File: config.mk
export PLATFORM = sky130hd
export DESIGN_NAME = seq_addsub_flat
export DESIGN_NICKNAME = d
export VERILOG_FILES = /design/src/rtl/seq_addsub_pkg.sv /design/src/rtl/seq_addsub_if.sv /design/src/rtl/seq_addsub_chunk.sv /design/src/rtl/seq_addsub.sv /design/src/flat_wrapper.sv
export SDC_FILE = /design/constraint.sdc
export NUM_CORES = 1
export LEC_CHECK = 0
export ABC_CLOCK_PERIOD_IN_PS = 1900
export CAP_MARGIN = 20
export CORE_MARGIN = 5
export CORE_UTILIZATION = 50
export DETAILED_ROUTE_END_ITERATION = 12
export GPL_TIMING_DRIVEN = 0
export PLACE_DENSITY = 0.79
export SLEW_MARGIN = 5
export SYNTH_ARGS = -nofsm -noshare
export SYNTH_HDL_FRONTEND = slang
export SYNTH_SLANG_ARGS = --single-unit
File: constraint.sdc
create_clock -name clk -period 1.9 [get_ports clk]
set_input_delay 0.19 -clock clk [delete_from_list [all_inputs] [get_ports clk]]
set_output_delay 0.19 -clock clk [all_outputs]
set_load 0.01 [all_outputs]
File: src/rtl/seq_addsub_pkg.sv
`default_nettype none
// ============================================================================
// Module  : addsub_pkg
// Brief   : Shared op/state encodings and chunk-count helpers for seq_addsub.
// Revision: 1.0 - initial release
// ============================================================================
package addsub_pkg;

    localparam logic [1:0] OP_ADD = 2'b00;
    localparam logic [1:0] OP_SUB = 2'b01;
    localparam logic [1:0] OP_ADC = 2'b10;
    localparam logic [1:0] OP_SBB = 2'b11;

    typedef enum logic [1:0] {
        ST_IDLE = 2'd0,
        ST_RUN  = 2'd1,
        ST_DONE = 2'd2
    } state_t;

    function automatic int num_chunks(input int width, input int chunk);
        return width / chunk;
    endfunction

    // A single-chunk configuration still needs a 1-bit counter.
    function automatic int cnt_width(input int width, input int chunk);
        int n;
        n = width / chunk;
        return (n > 1) ? $clog2(n) : 1;
    endfunction

endpackage
`default_nettype wire

File: src/rtl/seq_addsub_if.sv
`default_nettype none
// ============================================================================
// Module  : seq_addsub_if
// Brief   : Request/response handshake bundle for the sequential add/sub unit.
// Revision: 1.0 - initial release
// ============================================================================
interface seq_addsub_if #(
    parameter int WIDTH = 8
) ();

    logic             in_valid;
    logic             in_ready;
    logic [WIDTH-1:0] a;
    logic [WIDTH-1:0] b;
    logic [1:0]       op;
    logic             cin;
    logic             out_valid;
    logic             out_ready;
    logic [WIDTH-1:0] result;
    logic             cout;
    logic             ovf;
    logic             zero;

    modport master (
        output in_valid, a, b, op, cin, out_ready,
        input  in_ready, out_valid, result, cout, ovf, zero
    );

    modport slave (
        input  in_valid, a, b, op, cin, out_ready,
        output in_ready, out_valid, result, cout, ovf, zero
    );

endinterface
`default_nettype wire

File: src/rtl/seq_addsub_chunk.sv
`default_nettype none
// ============================================================================
// Module  : addsub_chunk
// Brief   : Combinational CHUNK-bit full-adder ripple with top-bit carry tap.
// Revision: 1.0 - initial release
// ============================================================================
module addsub_chunk #(
    parameter int CHUNK = 2
) (
    input  wire logic [CHUNK-1:0] i_a,
    input  wire logic [CHUNK-1:0] i_b,
    input  wire logic             i_cin,
    output logic      [CHUNK-1:0] o_sum,
    output logic                  o_cout,
    output logic                  o_c_msb
);

    logic [CHUNK:0] w_carry;

    assign w_carry[0] = i_cin;

    for (genvar i = 0; i < CHUNK; i++) begin : g_fa
        assign o_sum[i]       = i_a[i] ^ i_b[i] ^ w_carry[i];
        assign w_carry[i + 1] = (i_a[i] & i_b[i]) | (w_carry[i] & (i_a[i] ^ i_b[i]));
    end

    assign o_cout  = w_carry[CHUNK];
    assign o_c_msb = w_carry[CHUNK-1];

endmodule
`default_nettype wire

File: src/rtl/seq_addsub.sv
`default_nettype none
// ============================================================================
// Module  : seq_addsub
// Brief   : Multi-cycle add/sub, CHUNK bits per clock with registered carry.
//           Optional signed saturation: define SEQ_ADDSUB_SAT_EN.
// Revision: 1.0 - initial release
// ============================================================================
module seq_addsub
    import addsub_pkg::*;
#(
    parameter int WIDTH = 8,
    parameter int CHUNK = 2
) (
    input  wire logic   clk,
    input  wire logic   rst,
    seq_addsub_if.slave bus
);

    localparam int              c_n_chunks = num_chunks(WIDTH, CHUNK);
    localparam int              c_cnt_w    = cnt_width(WIDTH, CHUNK);
    localparam logic [c_cnt_w-1:0] c_last_cnt = c_cnt_w'(c_n_chunks - 1);

    state_t             r_state;
    logic [WIDTH-1:0]   r_a;
    logic [WIDTH-1:0]   r_b;
    logic               r_carry;
    logic [c_cnt_w-1:0] r_cnt;
    logic [WIDTH-1:0]   r_result;
    logic               r_cout;
    logic               r_ovf;
    logic               r_zero;
    logic               r_in_ready;
    logic               r_out_valid;

    logic [CHUNK-1:0]   w_sum;
    logic               w_cout;
    logic               w_c_msb;
    logic               w_cin0;
    logic               w_ovf_final;
    logic [WIDTH-1:0]   w_a_shr;
    logic [WIDTH-1:0]   w_b_shr;
    logic [WIDTH-1:0]   w_res_next;
    logic [WIDTH-1:0]   w_final;

    // Operands shift right each cycle so the adder always sees bits [CHUNK-1:0].
    addsub_chunk #(
        .CHUNK (CHUNK)
    ) u_chunk (
        .i_a     (r_a[CHUNK-1:0]),
        .i_b     (r_b[CHUNK-1:0]),
        .i_cin   (r_carry),
        .o_sum   (w_sum),
        .o_cout  (w_cout),
        .o_c_msb (w_c_msb)
    );

    if (CHUNK < WIDTH) begin : g_multi
        assign w_a_shr    = {{CHUNK{1'b0}}, r_a[WIDTH-1:CHUNK]};
        assign w_b_shr    = {{CHUNK{1'b0}}, r_b[WIDTH-1:CHUNK]};
        assign w_res_next = {w_sum, r_result[WIDTH-1:CHUNK]};
    end else begin : g_single
        assign w_a_shr    = r_a;
        assign w_b_shr    = r_b;
        assign w_res_next = w_sum;
    end

    always_comb begin
        w_cin0 = 1'b0;
        case (bus.op)
            OP_ADD:  w_cin0 = 1'b0;
            OP_SUB:  w_cin0 = 1'b1;
            OP_ADC:  w_cin0 = bus.cin;
            OP_SBB:  w_cin0 = bus.cin;
            default: w_cin0 = 1'b0;
        endcase
    end

    assign w_ovf_final = w_c_msb ^ w_cout;

`ifdef SEQ_ADDSUB_SAT_EN
    // On overflow both operands share a sign; A's MSB picks the limit.
    always_comb begin
        w_final = w_res_next;
        if (w_ovf_final) begin
            w_final = r_a[CHUNK-1] ? {1'b1, {(WIDTH-1){1'b0}}}
                                   : {1'b0, {(WIDTH-1){1'b1}}};
        end
    end
`else
    assign w_final = w_res_next;
`endif

    always_ff @(posedge clk or posedge rst) begin
        if (rst) begin
            r_state     <= ST_IDLE;
            r_a         <= '0;
            r_b         <= '0;
            r_carry     <= 1'b0;
            r_cnt       <= '0;
            r_result    <= '0;
            r_cout      <= 1'b0;
            r_ovf       <= 1'b0;
            r_zero      <= 1'b0;
            r_in_ready  <= 1'b1;
            r_out_valid <= 1'b0;
        end else begin
            case (r_state)
                ST_IDLE: begin
                    if (bus.in_valid) begin
                        r_a        <= bus.a;
                        r_b        <= bus.b ^ {WIDTH{bus.op[0]}};
                        r_carry    <= w_cin0;
                        r_cnt      <= '0;
                        r_in_ready <= 1'b0;
                        r_state    <= ST_RUN;
                    end
                end
                ST_RUN: begin
                    r_a     <= w_a_shr;
                    r_b     <= w_b_shr;
                    r_carry <= w_cout;
                    r_cnt   <= r_cnt + 1'b1;
                    if (r_cnt == c_last_cnt) begin
                        r_result    <= w_final;
                        r_cout      <= w_cout;
                        r_ovf       <= w_ovf_final;
                        r_zero      <= ~|w_final;
                        r_out_valid <= 1'b1;
                        r_state     <= ST_DONE;
                    end else begin
                        r_result <= w_res_next;
                    end
                end
                ST_DONE: begin
                    if (bus.out_ready) begin
                        r_out_valid <= 1'b0;
                        r_in_ready  <= 1'b1;
                        r_state     <= ST_IDLE;
                    end
                end
                default: begin
                    r_state     <= ST_IDLE;
                    r_in_ready  <= 1'b1;
                    r_out_valid <= 1'b0;
                end
            endcase
        end
    end

    assign bus.in_ready  = r_in_ready;
    assign bus.out_valid = r_out_valid;
    assign bus.result    = r_result;
    assign bus.cout      = r_cout;
    assign bus.ovf       = r_ovf;
    assign bus.zero      = r_zero;

endmodule
`default_nettype wire

File: src/flat_wrapper.sv
// flat-port wrapper written by rule: the top's interface ports become plain ports
module seq_addsub_flat import addsub_pkg::*;
#(
    parameter int WIDTH = 8,
    parameter int CHUNK = 2
)
  (clk, rst, bus_in_valid, bus_a, bus_b, bus_op, bus_cin, bus_out_ready, bus_in_ready, bus_out_valid, bus_result, bus_cout, bus_ovf, bus_zero);
  seq_addsub_if #(.WIDTH(WIDTH)) bus_i ();
  input  wire logic clk;
  input  wire logic rst;
  input wire logic [$bits(bus_i.in_valid)-1:0] bus_in_valid;
  input wire logic [$bits(bus_i.a)-1:0] bus_a;
  input wire logic [$bits(bus_i.b)-1:0] bus_b;
  input wire logic [$bits(bus_i.op)-1:0] bus_op;
  input wire logic [$bits(bus_i.cin)-1:0] bus_cin;
  input wire logic [$bits(bus_i.out_ready)-1:0] bus_out_ready;
  output wire logic [$bits(bus_i.in_ready)-1:0] bus_in_ready;
  output wire logic [$bits(bus_i.out_valid)-1:0] bus_out_valid;
  output wire logic [$bits(bus_i.result)-1:0] bus_result;
  output wire logic [$bits(bus_i.cout)-1:0] bus_cout;
  output wire logic [$bits(bus_i.ovf)-1:0] bus_ovf;
  output wire logic [$bits(bus_i.zero)-1:0] bus_zero;
  assign bus_i.in_valid = bus_in_valid;
  assign bus_i.a = bus_a;
  assign bus_i.b = bus_b;
  assign bus_i.op = bus_op;
  assign bus_i.cin = bus_cin;
  assign bus_i.out_ready = bus_out_ready;
  assign bus_in_ready = bus_i.in_ready;
  assign bus_out_valid = bus_i.out_valid;
  assign bus_result = bus_i.result;
  assign bus_cout = bus_i.cout;
  assign bus_ovf = bus_i.ovf;
  assign bus_zero = bus_i.zero;
  seq_addsub #(.WIDTH(WIDTH), .CHUNK(CHUNK)) u_core (.clk(clk), .rst(rst), .bus(bus_i));
endmodule
**Run 1: routing congestion map**

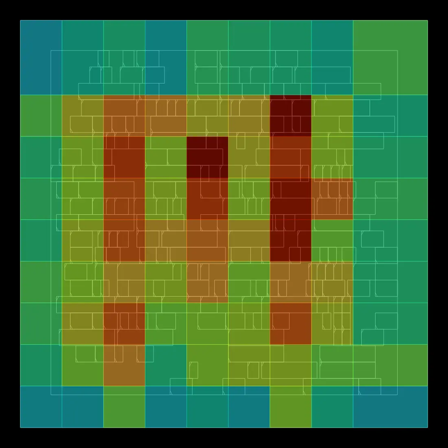
global-route met3 utilization: 4.493%
met1 Track Usage GR: 19.96%
overall routing resource usage: 18.05%
met2 usage: 31.96%

**Run 1: the metal 3 layer**

(6 px per um) Cells faint in the background.
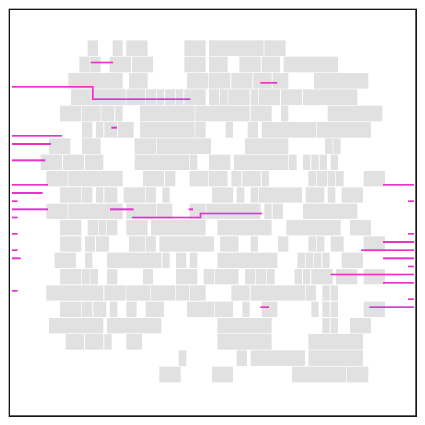
- wire length on this layer: 157 um
- nets with wire on the layer: 26
- share of all routed wire: 4.4%
- longest straight run: 16.1 um

**Run 1: I/O pins on the die edge**

(6 px per um) Pins as bars across the die edge, other pins in gray.
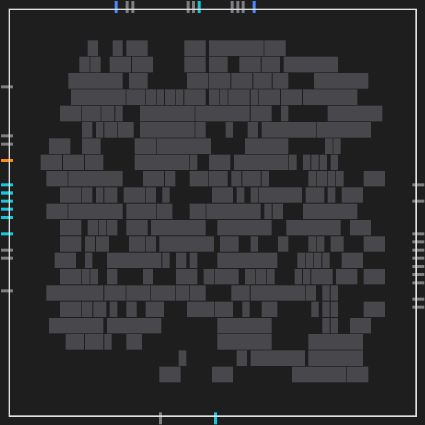
- cyan: bus_a (pins 8; direction input; edge 6 west, 1 south, 1 north)
- blue: bus_op (pins 2; direction input; edge north)
- orange: bus_in_valid (pins 1; direction input; edge west)
- all pins by edge: 13 west, 11 east, 10 north, 2 south

==> run notes, run 1 <==
Results of the flow run.

The flow ran to the end, and the final reports show no timing, DRC or antenna violations. The analysis reports a worst IR drop on VDD of 0.9689 mV. The number of vias per cell stands at 5.032. STA reports the tightest min-delay check as being of type input port to async pin. Summed over all sequential cells, the power is 1.29 mW. Looking at the reg2reg group, the worst path ends at u_core.bus.zero. The relative slew slack stands at 58.02%. Per the final layout report, the fraction of cells sized above drive strength 1 comes to 10.63%. The number of different library cells used by synthesis comes to 25. Measured on the finished design, the core utilization comes to 64.95%.

After synthesis, the largest area contributor takes up 49.85% of total cell area. The proportion of power drawn by the clock network stands at 11.4%. Per the finish-stage timing summary, setup violations number 0. The die boundary height stands at 67.56 um. By instance count, the cell type seen most on the critical path is sky130_fd_sc_hd__fa_1.

The arrival time reported for the critical path endpoint stands at 2.02 ns. The detailed-router iteration count before antenna repair stands at 4. The buffer levels on the longest clock path stands at 2. The count of cells in the finished layout, fillers not included, comes to 253. Per the post-synthesis report, the number of cells in the design is 166. The report puts the cell count of the worst reg-to-reg path at 6. TritonCTS built the clock tree. The post-cts sizing count stands at 0. The flip-flop and latch count stands at 34. The area share of and-or/or-and cells after synthesis stands at 11.71%. The report lists the cells along the critical path as fa_1, inv_1, fa_1, nor4b_1, nand2_1, o21ai_0.

TritonCTS created 5 clock buffers. The pre-CTS setup slack stands at 0.09529 ns. The post-CTS setup buffer count stands at 0.

The register area stands at 852.1 um2. The count of final max-slew check failures stands at 0. The cell area after placement stands at 0.002082 mm2.

In the detailed route, the total length drawn on met2 is 1883 um. The multiplexer share of the synthesized area stands at 8.459%. The count of hold-fix buffers inserted at cts stands at 0. The number of nets at floorplan stands at 192.

The final timing report gives a worst setup slack of 0.08537 ns. The layout has 278 filler cells. The count of non-CTS buffers in the layout stands at 44.

For reference, the top cells by area after synthesis are sky130_fd_sc_hd__dfrtp_1, sky130_fd_sc_hd__nand2_1, sky130_fd_sc_hd__mux2i_1, sky130_fd_sc_hd__o21ai_0, sky130_fd_sc_hd__xor2_1. In this run the critical register-to-register path is launched from u_core.r_carry. The final RePlAce weighted congestion stands at 0.7846. The total via count in the routed design stands at 1273. Summed over all layers, the routed wires come to 3559 um. In the power breakdown, the internal column shows 2.063 mW. Summing the areas of all xor and xnor instances in the mapped netlist gives 4.758% of the synthesized area. The cell total after placement stands at 247. Per STA, the startpoint of the critical path is u_core.r_carry.

Of the total power, registers draw 38.2%. The layout has 6 clock buffers. The average cell area after synthesis stands at 9.979 um2. The net switching power in the latest report is 1.304 mW. The combinational power stands at 1.70 mW. Registers represent a cell area share of 39.94%. Looking at the gate-level netlist, the highest instance count belongs to sky130_fd_sc_hd__nand2_1. The switching portion of total power comes to 38.74%. The H-tree depth stands at 2. The worst setup slack for register-to-register paths stands at 0.09 ns. The worst path uses 95.51% of the clock period. The clock-pin slew on the worst setup and hold paths stands at 0.09 ns.

During tapcell insertion the tool placed 46 well taps. STA classifies the critical path endpoint as a flip-flop. Once iteration 0 of detailed routing completed, the report listed 69 DRC markers. On the critical path, the stage with the largest delay is an instance of sky130_fd_sc_hd__fa_1.

The final tally of hold violations stands at 0. For this run, the chip area from Yosys synthesis comes to 0.001657 mm2. The post-route standard cell area excluding fillers stands at 0.002133 mm2. 117 cells are multi-input combinational gates. By instance count after routing, the leading logic cell type is sky130_fd_sc_hd__nand2_1. Per the skew report, the later register of the worst-skew pair sees a clock latency of 0.33 ns. The cell row count stands at 21. The final timing report lists clock skew as 0.005595 ns. The number of stages on the worst setup path stands at 6. The via count of the first global-routing pass stands at 1308. Setup repair after global routing left no endpoint under its margin. The total overflow reported by the global router stands at 0. The leakage component of the power stands at 0.9895 nW. The biggest slice of the area belongs to registers.

Of the combinational cells, the family taking the most area is simple AND/OR/NAND/NOR gates. The final layout report lists a non-clock inverter count of 6. The region available for standard cell placement spans 0.003284 mm2. The count of nets left with antenna violations once routing finished came out at 0. The count of tool warnings stands at 26. For this run, the register share of the synthesized area comes to 51.44%. The first global-routing pass estimated 5927 um of wire. The initial standard-cell utilization of the core stands at 50.44%. Timing would allow up to 0.5511 GHz.

The power report attributes to the combinational group a share of 50.4%. Detailed routing placed a total of 157 um of wire on met3. The tightest hold path in the finished design has a slack of 0.2346 ns. The multi-input combinational cells in the finished layout cover a total of 719.4 um2. For this run, the leading register cell type out of synthesis is sky130_fd_sc_hd__dfrtp_1. The number of register bits inferred by synthesis stands at 34. For the finished layout, the period the worst path requires is 1.815 ns. On the critical path the largest part of the delay comes from adder cells. The async set-or-reset flop fraction in the synthesized netlist stands at 100.0%.

The biggest slice of the total power is consumed by combinational cells. On the worst path, the slowest cell contributes a delay of 0.48 ns. In this run the worst setup path terminates at u_core.bus.zero. The wire-length estimate of the detail-placed layout is 2777 um. The setup path with the least slack is of type flip-flop to flip-flop. The basic-gate share of the synthesized area counting and, or, nand and nor cells stands at 15.33%. The number of antenna violations at the first check in global routing stands at 0. The slew at the pin closest to its max-slew limit stands at 0.6290 ns.

In the final routed layout, each cell accounts on average for 14.07 um. For reference, full adder, half adder and majority cells occupy 3.172% of the area reported after synthesis. The area growth from synthesis to layout is 28.78%. The area fraction of clock buffers and clock inverters stands at 2.405%. The number of inserted diodes stands at 0. The peak fanout along the critical path stands at 2. Ranking logic cells in the layout by count gives the top entries sky130_fd_sc_hd__nand2_1, sky130_fd_sc_hd__clkdlybuf4s50_1, sky130_fd_sc_hd__dfrtp_1.

The non-clock buffer contribution to total cell area stands at 20.18%. Counting the warning lines in the Yosys log gives 0. The die is 67.56 um wide. The top-level I/O count stands at 36.

The number of buffers and inverters on the critical path is 1. The multi-input gate share of total cell area stands at 33.72%. Routed signal wires occupy layers up through met4. Power spread over the standard cell area amounts to 1578 mW/mm2. The commonest cells after synthesis are sky130_fd_sc_hd__nand2_1, sky130_fd_sc_hd__dfrtp_1, sky130_fd_sc_hd__o21ai_0. The final layout contains 234 nets. The netlist area before placement stands at 0.001657 mm2. Summed over all failing endpoints, the final setup total negative slack is 0 ns. The largest net degree at the start of global routing stands at 22. For this design, Yosys synthesis ends with a cell count of 166. The number of buffers inserted by port buffering stands at 34.

The cell type that accounts for the most area after synthesis is sky130_fd_sc_hd__dfrtp_1. The total power consumption of the routed design stands at 3.367 mW. The total of max-cap violations stands at 0.

The clock network power stands at 0.384 mW. STA classifies the critical path startpoint as a flip-flop. The clock sink count stands at 34. According to the floorplan report, the total die area is 0.004564 mm2. In this run the most used layer during global routing was met2. The count of flip-flops with a built-in enable after synthesis stands at 0. Per the CTS log, the root buffer master is sky130_fd_sc_hd__clkbuf_4.
**Run 1: signal metal coverage by tile**

(6 px per um) The die is cut into 14 by 14 equal tiles; dark blue is low, red is high, scaled to the fullest tile. Values are wire area over tile area, all layers added.
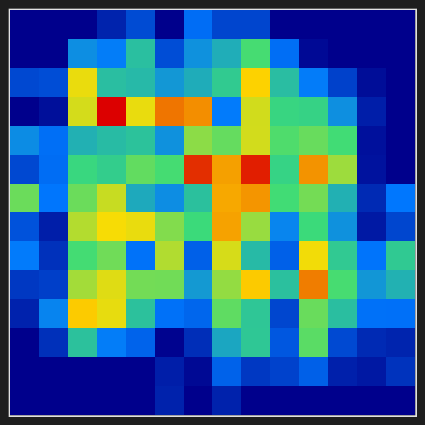

## Run 2: what changed since run 1
CORE_ASPECT_RATIO = 1.5   (was default)
**Run 2: signal metal coverage by tile**

(4 px per um) The die is cut into 11 by 16 equal tiles; dark blue is low, red is high, scaled to the fullest tile. Values are wire area over tile area, all layers added.
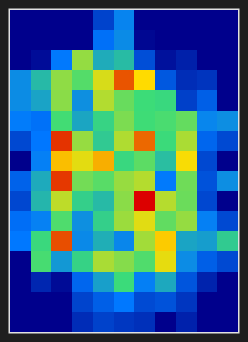
- densest ninth of the die: center
- nearly empty tiles: 23%
- emptiest ninth of the die: north-east

==> run notes, run 2 <==
Results of the flow run.

The count of non-CTS buffers in the layout stands at 44. Per the area breakdown, the dominant cell category is registers. TritonCTS built the clock tree.

The count of tool warnings stands at 26. The worst setup path is captured at a flip-flop. The global router reports that the layer with the highest usage is met2. The slew at the pin closest to its max-slew limit stands at 0.5384 ns. The top cell type by area accounts for 49.85% of the synthesized area. STA classifies the critical path startpoint as a flip-flop. The cell row count stands at 25. Per the skew report, the later register of the worst-skew pair sees a clock latency of 0.29 ns. The post-layout net count stands at 234. The flow reports that combinational logic draws 48.0% of the design power. The total met3 wirelength after detailed routing stands at 175 um. The yosys synthesis warning count stands at 0. The area fraction of clock buffers and clock inverters stands at 4.217%. The number of inserted diodes stands at 0.

The met2 demand-to-capacity share in global routing stands at 31.12%. Looking at the gate-level netlist, the highest instance count belongs to sky130_fd_sc_hd__nand2_1. The basic-gate share of the synthesized area counting and, or, nand and nor cells stands at 15.33%. The overall fraction of global-route tracks in use stands at 16.57%. Per the detailed-route log, wirelength across all metal layers totals 3333 um.

The root buffer cell chosen for the clock tree is sky130_fd_sc_hd__clkbuf_8. Per the STA report, the cell with the highest stage delay on the worst path is sky130_fd_sc_hd__fa_1. For this run, the top clock speed supported by timing is 0.5596 GHz.

The cell internal power dissipation stands at 2.192 mW. Pins over their slew limit in the final report were tallied at 0. The total power consumption of the routed design stands at 3.504 mW. Summing the areas of all compound-gate instances in the mapped netlist gives 11.71% of the synthesized area. The routed design shows a via density per instance of 5.108. The first-iteration detailed-routing DRC count stands at 17.

The setup path with the least slack is of type flip-flop to flip-flop. After clock tree synthesis, the flow added hold-fix buffers numbering 0. The number of register bits inferred by synthesis stands at 34.

The depth of the worst register-to-register path stands at 6. Across the whole layout, multi-input logic makes up 33.22% of the cell area. The final RePlAce weighted congestion stands at 0.7274.

Per the detailed placement report, the placed cell area equals 0.002074 mm2. In the final layout, the share of cells above drive strength 1 is 11.00%. The netlist area before placement stands at 0.001657 mm2.

Multi-input combinational cells in the finished layout were counted as 117. The power report shows net switching accounting for 37.43% of the total. The script logs the mean routed wire length per placed instance as 13.39 um. The global-route track usage on met1 stands at 15.84%. In the synthesized netlist, the dominant kind of combinational cell is simple AND/OR/NAND/NOR gates.

Sorting the synthesized cells by area gives the leading types as sky130_fd_sc_hd__dfrtp_1, sky130_fd_sc_hd__nand2_1, sky130_fd_sc_hd__mux2i_1, sky130_fd_sc_hd__o21ai_0, sky130_fd_sc_hd__xor2_1. Sorting the Yosys area breakdown by cell type puts at the top sky130_fd_sc_hd__dfrtp_1. For this run, the leading register cell type out of synthesis is sky130_fd_sc_hd__dfrtp_1. The via count of the first global-routing pass stands at 1316. Per report_power, the top consumer among the power groups is combinational cells. The flow reports power dissipated in sequential cells as 1.28 mW. The flow ran to the end, and the final reports show no timing, DRC or antenna violations. The critical path buffer and inverter count stands at 1. Per the power-grid run, VDD falls by no more than 1.020 mV. Summing over every cut layer, the via total after detailed routing is 1272.

On the critical path the data arrives at 1.94 ns. The number of cells in the yosys synthesis report stands at 166. The gate-level netlist out of Yosys references 25 unique cell types. The share of total power dissipated in the clock network is 15.6%. The combinational power reported by the tool is 1.68 mW. The clock network power stands at 0.545 mW. The initial standard-cell utilization of the core stands at 51.92%. The count of inserted tapcells stands at 40. After synthesis, the share of cell area in mux cells is 8.459%. In this run the critical register-to-register path is launched from u_core.r_carry. The cell total after placement stands at 241.
**Run 2: the metal 3 layer**

(6 px per um) Cells faint in the background.
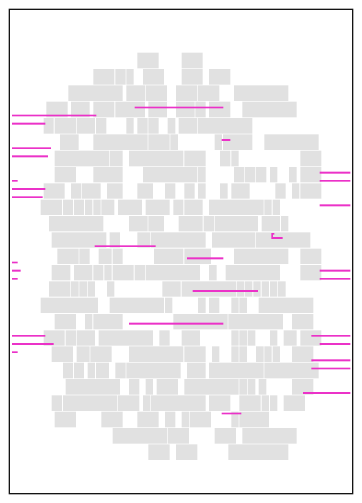
- longest straight run: 15.4 um
- main direction: horizontal

Power is estimated from default activity; no workload was simulated.
